**Routed metal per tile**

The die is cut into 37 by 37 equal tiles; black is low, pale yellow is high, scaled to the fullest tile. Values are wire area over tile area, all layers added.
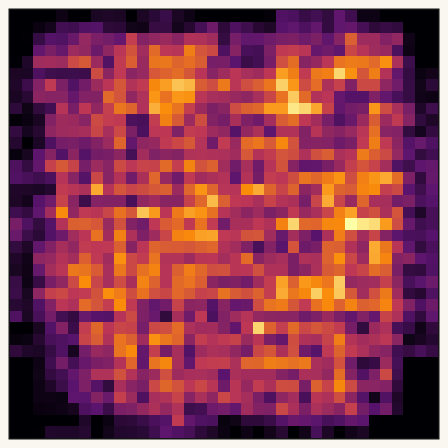
**Placed standard cells**

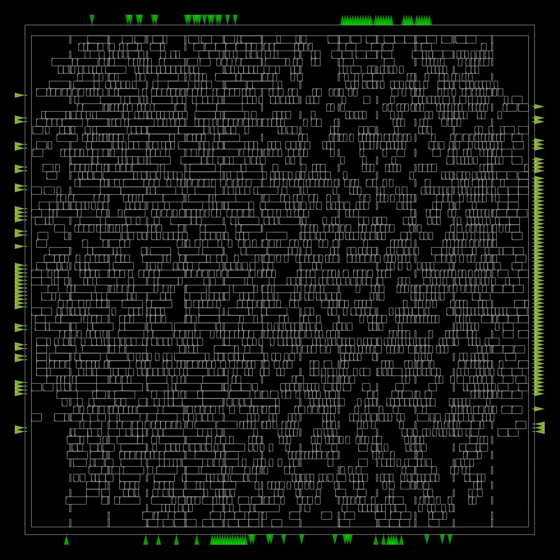
**Where the registers sit**

Other sequential cells in the stronger grey, the rest of the logic in the fainter grey.
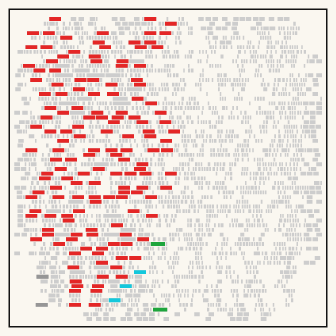
`config.mk`:
```
export PLATFORM = sky130hd
export DESIGN_NAME = regfile_write_driver
export DESIGN_NICKNAME = d
export VERILOG_FILES = /design/src/rtl/regfile_pkg.sv /design/src/rtl/wb_fifo.sv /design/src/rtl/regfile_write_driver.sv
export SDC_FILE = /design/constraint.sdc
export NUM_CORES = 1
export LEC_CHECK = 0
export ABC_AREA = 1
export CAP_MARGIN = 20
export CORE_MARGIN = 2
export CORE_UTILIZATION = 45
export CTS_CLUSTER_SIZE = 28
export DETAILED_ROUTE_END_ITERATION = 10
export PLACE_DENSITY = 0.71
export SLEW_MARGIN = 0
export SYNTH_ARGS = -nofsm -noshare
export SYNTH_HDL_FRONTEND = slang
export SYNTH_SLANG_ARGS = --single-unit
```
`constraint.sdc`:
```
create_clock -name clk -period 7.7 [get_ports clk]
set_input_delay 1.155 -clock clk [delete_from_list [all_inputs] [get_ports clk]]
set_output_delay 1.155 -clock clk [all_outputs]
set_load 0.01 [all_outputs]
```
`src/rtl/regfile_pkg.sv`:
```
// Shared types and constants for the register-file writeback path.
// Entries carry the destination index and the data to commit.
package regfile_pkg;

    localparam int unsigned DATA_WIDTH = 32;
    localparam int unsigned ADDR_WIDTH = 5;

    localparam logic [ADDR_WIDTH-1:0] REG_ZERO = '0;

    typedef struct packed {
        logic [ADDR_WIDTH-1:0] rd;
        logic [DATA_WIDTH-1:0] data;
    } wb_entry_t;

endpackage

```
`src/rtl/wb_fifo.sv`:
```
// Dual-push (ordered), single-pop circular FIFO of pending writebacks.
// Entries are presented in age order (index 0 = head) for the bypass scan.
module wb_fifo
    import regfile_pkg::*;
#(
    parameter int unsigned DEPTH = 4,
    localparam int unsigned PtrW = $clog2(DEPTH),
    localparam int unsigned CntW = $clog2(DEPTH + 1)
) (
    input  logic                  clk,
    input  logic                  rst_n,
    input  logic                  push_old,
    input  wb_entry_t             entry_old,
    input  logic                  push_new,
    input  wb_entry_t             entry_new,
    input  logic                  pop,
    output wb_entry_t [DEPTH-1:0] entries,
    output logic      [DEPTH-1:0] valid,
    output logic      [CntW-1:0]  count
);

    wb_entry_t [DEPTH-1:0] mem_q, mem_d;
    logic [PtrW-1:0] wptr_q, wptr_d;
    logic [PtrW-1:0] rptr_q, rptr_d;
    logic [CntW-1:0] count_q, count_d;
    logic            do_pop;

    // The older push lands first so a same-cycle pair keeps its order.
    always_comb begin
        mem_d  = mem_q;
        wptr_d = wptr_q;
        do_pop = pop && (count_q != '0);
        if (push_old) begin
            mem_d[wptr_d] = entry_old;
            wptr_d        = wptr_d + PtrW'(1);
        end
        if (push_new) begin
            mem_d[wptr_d] = entry_new;
            wptr_d        = wptr_d + PtrW'(1);
        end
        rptr_d  = do_pop ? rptr_q + PtrW'(1) : rptr_q;
        count_d = count_q + CntW'(push_old) + CntW'(push_new) - CntW'(do_pop);
    end

    always_ff @(posedge clk) begin
        if (!rst_n) begin
            mem_q   <= '0;
            wptr_q  <= '0;
            rptr_q  <= '0;
            count_q <= '0;
        end else begin
            mem_q   <= mem_d;
            wptr_q  <= wptr_d;
            rptr_q  <= rptr_d;
            count_q <= count_d;
        end
    end

    always_comb begin
        for (int i = 0; i < DEPTH; i++) begin
            entries[i] = mem_q[rptr_q + PtrW'(i)];
            valid[i]   = CntW'(i) < count_q;
        end
    end

    assign count = count_q;

endmodule

```
`src/rtl/regfile_write_driver.sv`:
```
// Writeback initiator for the register file: arbitrates ALU/load requests into an
// ordered pending queue, drains one write per cycle and bypasses pending data to reads.
module regfile_write_driver
    import regfile_pkg::*;
#(
    parameter int unsigned DEPTH = 4,
    localparam int unsigned CntW = $clog2(DEPTH + 1)
) (
    input  logic                  clk,
    input  logic                  rst_n,
    input  logic                  aluValid,
    input  logic [ADDR_WIDTH-1:0] aluRd,
    input  logic [DATA_WIDTH-1:0] aluData,
    output logic                  aluReady,
    input  logic                  memValid,
    input  logic [ADDR_WIDTH-1:0] memRd,
    input  logic [DATA_WIDTH-1:0] memData,
    output logic                  memReady,
    output logic                  regWrite,
    output logic [ADDR_WIDTH-1:0] writeRegister,
    output logic [DATA_WIDTH-1:0] writeData,
    input  logic [ADDR_WIDTH-1:0] readRegister1,
    input  logic [ADDR_WIDTH-1:0] readRegister2,
    output logic                  bypassHit1,
    output logic                  bypassHit2,
    output logic [DATA_WIDTH-1:0] bypassData1,
    output logic [DATA_WIDTH-1:0] bypassData2,
    output logic [ADDR_WIDTH-1:0] pendingCount
);

    wb_entry_t [DEPTH-1:0] entries;
    logic      [DEPTH-1:0] valid;
    logic      [CntW-1:0]  count;
    logic      [CntW-1:0]  free;
    logic                  mem_live;
    logic                  mem_push;
    logic                  alu_push;
    wb_entry_t             mem_entry;
    wb_entry_t             alu_entry;

    // Readiness looks only at the registered count; the same-cycle pop is not credited.
    always_comb begin
        free     = CntW'(DEPTH) - count;
        mem_live = memValid && (memRd != REG_ZERO);
        memReady = free >= CntW'(1);
        aluReady = mem_live ? (free >= CntW'(2)) : (free >= CntW'(1));
        mem_push = memValid && memReady && (memRd != REG_ZERO);
        alu_push = aluValid && aluReady && (aluRd != REG_ZERO);
    end

    always_comb begin
        mem_entry.rd   = memRd;
        mem_entry.data = memData;
        alu_entry.rd   = aluRd;
        alu_entry.data = aluData;
    end

    wb_fifo #(
        .DEPTH(DEPTH)
    ) u_fifo (
        .clk      (clk),
        .rst_n    (rst_n),
        .push_old (mem_push),
        .entry_old(mem_entry),
        .push_new (alu_push),
        .entry_new(alu_entry),
        .pop      (regWrite),
        .entries  (entries),
        .valid    (valid),
        .count    (count)
    );

    always_comb begin
        regWrite      = count != '0;
        writeRegister = regWrite ? entries[0].rd : '0;
        writeData     = regWrite ? entries[0].data : '0;
        pendingCount  = ADDR_WIDTH'(count);
    end

    // Scanning oldest to youngest lets the youngest match win.
    always_comb begin
        bypassHit1  = 1'b0;
        bypassHit2  = 1'b0;
        bypassData1 = '0;
        bypassData2 = '0;
        for (int i = 0; i < DEPTH; i++) begin
            if (valid[i] && (readRegister1 != REG_ZERO) && (entries[i].rd == readRegister1)) begin
                bypassHit1  = 1'b1;
                bypassData1 = entries[i].data;
            end
            if (valid[i] && (readRegister2 != REG_ZERO) && (entries[i].rd == readRegister2)) begin
                bypassHit2  = 1'b1;
                bypassData2 = entries[i].data;
            end
        end
    end

endmodule

```
==> results.txt <==
Physical implementation.

- The run finished with clean final reports.
- The deepest clock path buffer count is 2.
- The worst hold-check path type is reg -> reg.
- Setup repair after global routing left no endpoint under its margin.
- The largest non-sequential cell family by area is simple AND/OR/NAND/NOR gates.
- On the final layout, the worst clock skew is 15.3 ps.
- The highest fanout seen on the critical path is 116.
- The via count of the first global-routing pass is 14.4k.
- The required time at the worst endpoint is listed as 6550 ps.
- The setup slack of the critical path after layout is 2050 ps.
- After synthesis the cells add up to 14,500 sq um.
- The final antenna diode count is 0.
- By instance count after routing, the leading logic cell types are nand2_1, o21ai_0, nor2_1.
- At the floorplan stage, the core utilization is reported as 45.8%.
- From bottom edge to top edge, the die measures 183 um.
- The clock network burns 13.5% of the power.
- The final critical path time including I/O delays and setup is 5650 ps.
- The top metal layer carrying routed signals is met4.
- The total number of yosys warnings is 0.
- The kind of cell adding the most delay to the critical path is simple AND/OR/NAND/NOR gates.
- In this run, power in flip-flops and latches comes to 1450 uW.
- OpenSTA lists the critical path startpoint as u_fifo.rptr_q[0].
- The number of gates resized after CTS is 0.
- The power per cell area is 414 nW/um^2.
- The pin closest to its max-slew limit shows a slew of 1010 ps.
- The number of vias in the routed layout is 17.6k.
- The critical path start-end classification is reg -> out.
- Measured along the x axis, the die boundary spans 183 um.
- The average wire per cell in the routed design is 16.8 um.
- The arrival time of data at the critical path endpoint is 4500 ps.
- For this block, wires on met1 add up to 26,500 um.
- The number of register bits inferred by synthesis is 155.
- The post-layout total power is 6980 uW.
- The total clock sinks is 155.
- The post-synthesis cell count is 2,760.
- The H-tree was split into 4 levels.
- In this run, synthesis inferred 0 flip-flops with an integrated enable.
- For this run, combinational gates with multiple inputs come to 2,103.
- The endpoint identified for the worst register-to-register timing path is u_fifo.mem_q[76].
- In the final design database the tool counted 2,899 nets.
- Registers represent a cell area share of 18.4%.
- The power dissipated by switching net loads is 3820 uW.
- The end of the worst hold path is u_fifo.mem_q[48].
- At the placement stage, the worst setup path has a slack of 2110 ps.
- For this run, the final setup violation count is recorded as 0.
- For met1 alone, demand over resource in global routing was 52.3%.
- The share of cells above drive strength 1 is 3.10%.
- After its last routability iteration, the placer logged a weighted congestion of 0.960.
- The post-CTS clock slew at the launch and capture registers of the worst setup and hold paths is 70 ps.
- The async set or reset register ratio after synthesis is 0%.
- The largest register by flop count is u_fifo.mem_q.
- Ranked by instance count, the synthesized netlist is headed by nand2_1, o21ai_0, nor2_1, inv_1, a21oi_1.
- The dominant synthesized flop cell is dfxtp_1.
- The sequential cell area in the final layout is 3110 sq um.
- The report puts the hold buffer count at CTS at 0.
- STA classifies the critical path startpoint as a register.
- The switching portion of total power is 54.8%.
- The most frequent cell on the critical path is nand2_1.
- The TritonCTS clock tree is yes.
- Summing all multiplexer cells gives an area fraction of 0.207%.
- The source-to-sink clock delay at the later pin of the worst-skew pair is 430 ps.
- In the power breakdown, the internal column shows 3160 uW.
- The layout stage reports a final design area of 16,900 sq um.
- The clock root buffer master is clkbuf_16.
- The endpoint of the most critical setup path is bypassData1[11].
- In this run, the number of DRC markers left after iteration 0 of detailed routing was 2,706.
- The antenna violation net count after detailed routing is 0.
- met2 track demand over resource after global routing is 39.4%.
- The buffer_ports step reported a buffer count of 196.
## Picture notes: 'routed metal per tile'
tiles over half the peak: 31%
fullest tile: 0.72
densest ninth of the die: centre
nearly empty tiles: 6.7%
mean over tiles: 0.27

## Picture notes: 'placed standard cells'
fill cell instance count of the final layout: 3,217
number of sequential storage elements: 155
core outline area: 31,600 sq um

## Picture notes: 'where the registers sit'
| colour | name in the netlist | placed flops |
|---|---|---|
| red | u_fifo.mem_q | 148 |
| cyan | u_fifo.count | 3 |
| green | u_fifo.rptr_q | 2 |
not coloured: 2

Power is estimated from default activity; no workload was simulated.
